**config.mk**
```make
export PLATFORM = sky130hd
export DESIGN_NAME = i2c_slave_responder
export DESIGN_NICKNAME = d
export VERILOG_FILES = /design/src/rtl/i2c_slave_responder.sv
export SDC_FILE = /design/constraint.sdc
export NUM_CORES = 1
export LEC_CHECK = 0
export ABC_CLOCK_PERIOD_IN_PS = 2700
export CAP_MARGIN = 40
export CORE_MARGIN = 5
export CORE_UTILIZATION = 54
export DETAILED_ROUTE_END_ITERATION = 10
export MAX_ROUTING_LAYER = met4
export PLACE_DENSITY_LB_ADDON = 0.1
export SYNTH_ARGS = -nofsm -noshare
export SYNTH_HDL_FRONTEND = slang
export SYNTH_SLANG_ARGS = --single-unit
```
**constraint.sdc**
```tcl
create_clock -name i2c_clk -period 2.7 [get_ports i2c_clk]
set_clock_uncertainty 0.15 [all_clocks]
set_input_delay 0.54 -clock i2c_clk [delete_from_list [all_inputs] [get_ports i2c_clk]]
set_output_delay 0.54 -clock i2c_clk [all_outputs]
set_load 0.005 [all_outputs]
```
**src/rtl/i2c_slave_responder.sv**
```systemverilog
// I2C target engine: oversampled START/STOP detection, 7-bit address match,
// byte receive into an RX FIFO and byte transmit from a TX FIFO, open-drain SDA.
module i2c_slave_responder #(
  parameter logic [6:0] SLAVE_ADDR = 7'h50
) (
  input  logic       i2c_clk,
  input  logic       rst_n,
  input  logic       scl_in,
  input  logic       sda_in,
  output logic       sda_oe,
  output logic [7:0] rx_data,
  output logic       rx_valid,
  input  logic       rx_ready,
  input  logic [7:0] tx_data,
  input  logic       tx_valid,
  output logic       tx_req,
  output logic       busy,
  output logic       selected
);

  typedef enum logic [2:0] {
    ST_IDLE,
    ST_ADDR,
    ST_ADDR_ACK,
    ST_RX_DATA,
    ST_RX_ACK,
    ST_TX_DATA,
    ST_TX_ACK,
    ST_WAIT_STOP
  } state_e;

  logic       scl_meta_q, scl_s_q, scl_prev_q;
  logic       sda_meta_q, sda_s_q, sda_prev_q;
  logic       scl_rise, scl_fall, start_det, stop_det;
  logic [7:0] tx_byte;

  state_e     state_q, state_d;
  logic [2:0] cnt_q, cnt_d;
  logic       done_q, done_d;
  logic [7:0] shift_q, shift_d;
  logic       rw_q, rw_d;
  logic       ack_q, ack_d;
  logic       sda_oe_q, sda_oe_d;
  logic [7:0] rx_data_q, rx_data_d;
  logic       rx_valid_q, rx_valid_d;
  logic       tx_req_q, tx_req_d;
  logic       busy_q, busy_d;
  logic       selected_q, selected_d;

  // Idle bus is high on both lines, so the synchronizers reset to 1.
  always_ff @(posedge i2c_clk or negedge rst_n) begin
    if (!rst_n) begin
      scl_meta_q <= 1'b1;
      scl_s_q    <= 1'b1;
      scl_prev_q <= 1'b1;
      sda_meta_q <= 1'b1;
      sda_s_q    <= 1'b1;
      sda_prev_q <= 1'b1;
    end else begin
      scl_meta_q <= scl_in;
      scl_s_q    <= scl_meta_q;
      scl_prev_q <= scl_s_q;
      sda_meta_q <= sda_in;
      sda_s_q    <= sda_meta_q;
      sda_prev_q <= sda_s_q;
    end
  end

  assign scl_rise  = scl_s_q & ~scl_prev_q;
  assign scl_fall  = ~scl_s_q & scl_prev_q;
  assign start_det = scl_s_q & sda_prev_q & ~sda_s_q;
  assign stop_det  = scl_s_q & ~sda_prev_q & sda_s_q;
  assign tx_byte   = tx_valid ? tx_data : 8'hFF;

  always_comb begin
    state_d    = state_q;
    cnt_d      = cnt_q;
    done_d     = done_q;
    shift_d    = shift_q;
    rw_d       = rw_q;
    ack_d      = ack_q;
    sda_oe_d   = sda_oe_q;
    rx_data_d  = rx_data_q;
    rx_valid_d = 1'b0;
    tx_req_d   = 1'b0;
    busy_d     = busy_q;
    selected_d = selected_q;

    if (start_det) begin
      state_d    = ST_ADDR;
      cnt_d      = 3'd7;
      done_d     = 1'b0;
      sda_oe_d   = 1'b0;
      busy_d     = 1'b1;
      selected_d = 1'b0;
    end else if (stop_det) begin
      state_d    = ST_IDLE;
      done_d     = 1'b0;
      sda_oe_d   = 1'b0;
      busy_d     = 1'b0;
      selected_d = 1'b0;
    end else begin
      case (state_q)
        ST_ADDR, ST_RX_DATA: begin
          // done_q marks that all 8 bits are in; the byte is acted on at the next fall.
          if (scl_rise) begin
            shift_d = {shift_q[6:0], sda_s_q};
            cnt_d   = cnt_q - 3'd1;
            if (cnt_q == 3'd0) done_d = 1'b1;
          end else if (scl_fall && done_q) begin
            done_d = 1'b0;
            if (state_q == ST_ADDR) begin
              if (shift_q[7:1] == SLAVE_ADDR) begin
                rw_d       = shift_q[0];
                selected_d = 1'b1;
                sda_oe_d   = 1'b1;
                state_d    = ST_ADDR_ACK;
              end else begin
                state_d = ST_WAIT_STOP;
              end
            end else if (rx_ready) begin
              rx_data_d  = shift_q;
              rx_valid_d = 1'b1;
              sda_oe_d   = 1'b1;
              state_d    = ST_RX_ACK;
            end else begin
              sda_oe_d = 1'b0;
              state_d  = ST_WAIT_STOP;
            end
          end
        end
        ST_ADDR_ACK: begin
          if (scl_fall) begin
            cnt_d  = 3'd7;
            done_d = 1'b0;
            if (!rw_q) begin
              sda_oe_d = 1'b0;
              state_d  = ST_RX_DATA;
            end else begin
              shift_d  = tx_byte;
              tx_req_d = tx_valid;
              sda_oe_d = ~tx_byte[7];
              state_d  = ST_TX_DATA;
            end
          end
        end
        ST_RX_ACK: begin
          if (scl_fall) begin
            sda_oe_d = 1'b0;
            cnt_d    = 3'd7;
            done_d   = 1'b0;
            state_d  = ST_RX_DATA;
          end
        end
        ST_TX_DATA: begin
          // cnt_q already points at the next bit to present after each rise.
          if (scl_rise) begin
            cnt_d = cnt_q - 3'd1;
            if (cnt_q == 3'd0) done_d = 1'b1;
          end else if (scl_fall) begin
            if (done_q) begin
              done_d   = 1'b0;
              sda_oe_d = 1'b0;
              state_d  = ST_TX_ACK;
            end else begin
              sda_oe_d = ~shift_q[cnt_q];
            end
          end
        end
        ST_TX_ACK: begin
          if (scl_rise) begin
            ack_d = sda_s_q;
          end else if (scl_fall) begin
            if (!ack_q) begin
              shift_d  = tx_byte;
              tx_req_d = tx_valid;
              sda_oe_d = ~tx_byte[7];
              cnt_d    = 3'd7;
              done_d   = 1'b0;
              state_d  = ST_TX_DATA;
            end else begin
              sda_oe_d = 1'b0;
              state_d  = ST_WAIT_STOP;
            end
          end
        end
        ST_WAIT_STOP: sda_oe_d = 1'b0;
        default: ;
      endcase
    end
  end

  always_ff @(posedge i2c_clk or negedge rst_n) begin
    if (!rst_n) begin
      state_q    <= ST_IDLE;
      cnt_q      <= 3'd7;
      done_q     <= 1'b0;
      shift_q    <= 8'h00;
      rw_q       <= 1'b0;
      ack_q      <= 1'b1;
      sda_oe_q   <= 1'b0;
      rx_data_q  <= 8'h00;
      rx_valid_q <= 1'b0;
      tx_req_q   <= 1'b0;
      busy_q     <= 1'b0;
      selected_q <= 1'b0;
    end else begin
      state_q    <= state_d;
      cnt_q      <= cnt_d;
      done_q     <= done_d;
      shift_q    <= shift_d;
      rw_q       <= rw_d;
      ack_q      <= ack_d;
      sda_oe_q   <= sda_oe_d;
      rx_data_q  <= rx_data_d;
      rx_valid_q <= rx_valid_d;
      tx_req_q   <= tx_req_d;
      busy_q     <= busy_d;
      selected_q <= selected_d;
    end
  end

  assign sda_oe   = sda_oe_q;
  assign rx_data  = rx_data_q;
  assign rx_valid = rx_valid_q;
  assign tx_req   = tx_req_q;
  assign busy     = busy_q;
  assign selected = selected_q;

endmodule

```
Figure 1. Metal 1.
Bar = 20 µm.
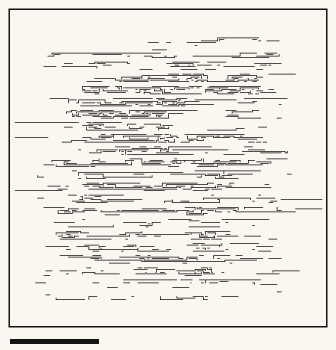
The longest straight run is 24.4 µm. 209 nets have wire on it. The layer holds 48% of the routed length. The wires run mostly horizontal. The layer carries 2070 µm of wire.
global routing met1 resource utilization: 26.74%
via total after detailed routing: 1522
aggregate routed wire length: 4.341 mm

Figure 2. Met2 routing.
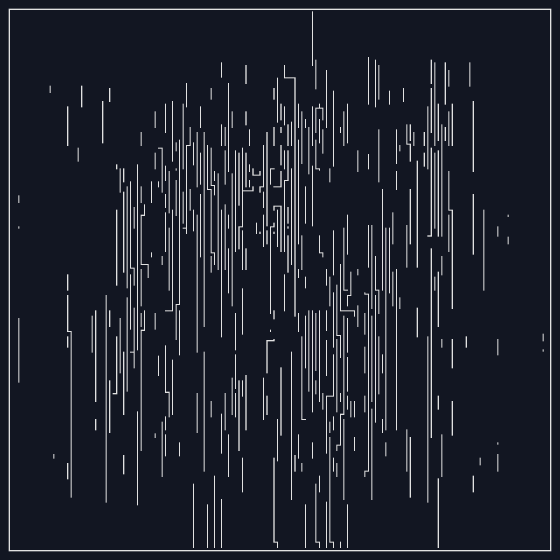
The longest straight run is 31.3 µm. 195 nets have wire on it.
met2 GRT Util: 28.22%

Figure 3. Met3 routing.
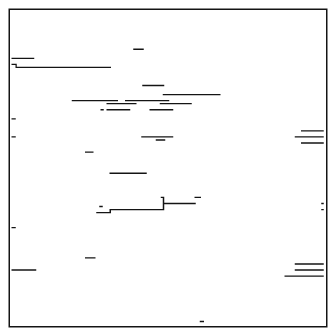
The wires run mostly horizontal. The layer carries 183 µm of wire. The layer holds 4.2% of the routed length. 25 nets have wire on it.
GR met3 Demand/Resource: 4.545%

Figure 4. Congestion heat map.
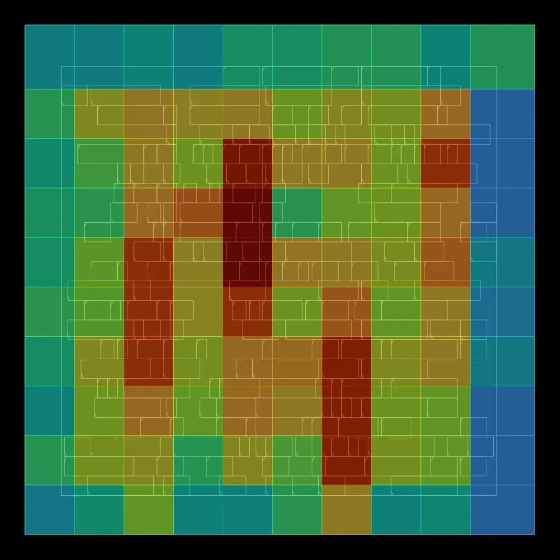
GRT Total Usage: 19.72%
busiest grt layer: met2
Final Core Density: 66.53%
WL per Instance: 16.57 µm

Figure 5. Wires at chosen ports, followed through buffers.
Bar = 20 µm.
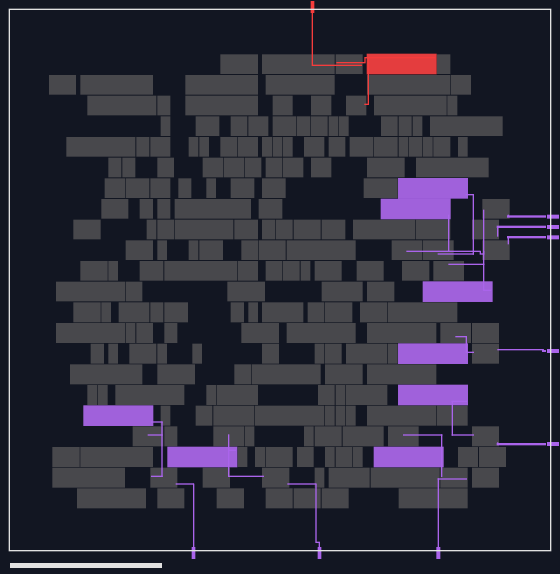
`rx_data`: drawn in purple, direction output, edge 5 east, 3 south, end cells 8, buffers 8, wire 158 µm. `busy`: drawn in red, direction output, edge north, end cells 1, buffers 1, wire 33.6 µm.
I/O pins: 27
buffers added on ports: 26

==> results_dict.tcl <==
# yosys + openroad results
set metrics [dict create \
    largest_area_cell "sky130_fd_sc_hd__dfrtp_1" \
    floorplan.core_util_pct 55.37 \
    detail_route.vias_per_cell 5.809 \
    placementRows 22 \
    antenna_found_initial 0 \
    seq_power_share_pct 41.6 \
    dominantRegCellSynth "sky130_fd_sc_hd__dfrtp_1" \
    synthesis.nets 202 \
    grt_max_degree 37 \
    crit_cells 3 \
    cp_slowest_cell "sky130_fd_sc_hd__dfrtp_1" \
    synth.logic.top_family "AND-OR/OR-AND gates" \
    die_x_um 71.04 \
    worstSetupStartpointType "flop" \
    mostFrequentLayoutCells "sky130_fd_sc_hd__dfrtp_1 (26), sky130_fd_sc_hd__clkdlybuf4s50_1 (26), sky130_fd_sc_hd__nor2_1 (16)" \
    max_clock_freq_ghz 0.4718 \
    enable_flop_cells 0 \
    worst-r2r-cell-count 3 \
    min_path_cells 0 \
    yosysTopAreaCellShare_pct 32.34 \
    holdCritStartpoint "sda_meta_q" \
    cts_hold_buf 0 \
    tool_warnings 27 \
    ys_area_um2 2012 \
    clk_latency_ps 290 \
    postCtsSetupRepairBufs 0 \
    layout-drive-gt1-share_pct 17.29 \
    finalSetupTns_ps 0 \
    startpoint "state_q[0]" \
    slew_violations 0 \
    yosys_warn_count 0 \
    timing_worst_setup_path_type "reg2reg" \
    dr_wl_met2_mm 1.953 \
    tritoncts_num_sinks 36 \
    cp_num_buf_inv 0 \
    topCellsByArea "sky130_fd_sc_hd__dfrtp_1 (32%), sky130_fd_sc_hd__dfstp_2 (13%), sky130_fd_sc_hd__mux2_4 (6.0%), sky130_fd_sc_hd__mux2_1 (5.0%), sky130_fd_sc_hd__a31oi_1 (3.1%)" \
    worstHoldPathType "reg2reg" \
    relSlewSlack_pct 56.89 \
    die_extent_in_y_um 71.04 \
    yosys_register_bits 36 \
    post-dp-hpwl_mm 3.090 \
    setup_ws_ps 580.7 \
    crit-reg2reg-launch "state_q[0]" \
    floorplan.die_area_um2 5047 \
    wl_met1_mm 2.074 \
    critPathTopFamily "simple AND/OR/NAND/NOR gates" \
    pg_seq_mw 0.969 \
    status "complete, no violations" \
    timing.critical_path.cells "and2_1, and4b_1, mux2_1" \
    synthCells 186 \
    r2r_setup_slack_ps 580 \
    htree_num_levels 2 \
    sw_power_mw 0.8494 \
    worst-endpoint-arrival_ps 2140 \
    initialDrtViolationCount 137 \
    compound_area_share_pct 17.41 \
    power-per-cell-area_nw_per_um2 962.9 \
    drc 0 \
    clock_path_buffers 2 \
    p_comb_mw 0.894 \
]
flip-flops by register name, summed over array words and instances (netlist names):
register,count
rw_q,1
selected,1
sda_s_q,1
sda_prev_q,1
rx_valid,1
scl_meta_q,1
busy,1
scl_prev_q,1
rx_data,8
cnt_q,3
ack_q,1
state_q,3
scl_s_q,1
done_q,1
tx_req,1
shift_q,8
sda_oe,1
sda_meta_q,1
area by class of cell:
type                       count  area [µm²]
clock buffer                   5       68.82
clock inverter                 3       42.54
fill                         280        1216
inverter                      14       52.55
multi-input combinational    127       997.2
sequential                    36       913.4
tap                           48       60.06
timing repair buffer          29       282.8
path summary, 6_finish.rpt:
path                         endpoint
setup / recovery           rx_data[7]
min in group asynchronous  rx_data[2]
max in group asynchronous  sda_prev_q
setup reg to reg           rx_data[7]
hold reg to reg               sda_s_q
hold / removal                sda_s_q
No activity file was given, so power comes from the tool's default toggle rates.
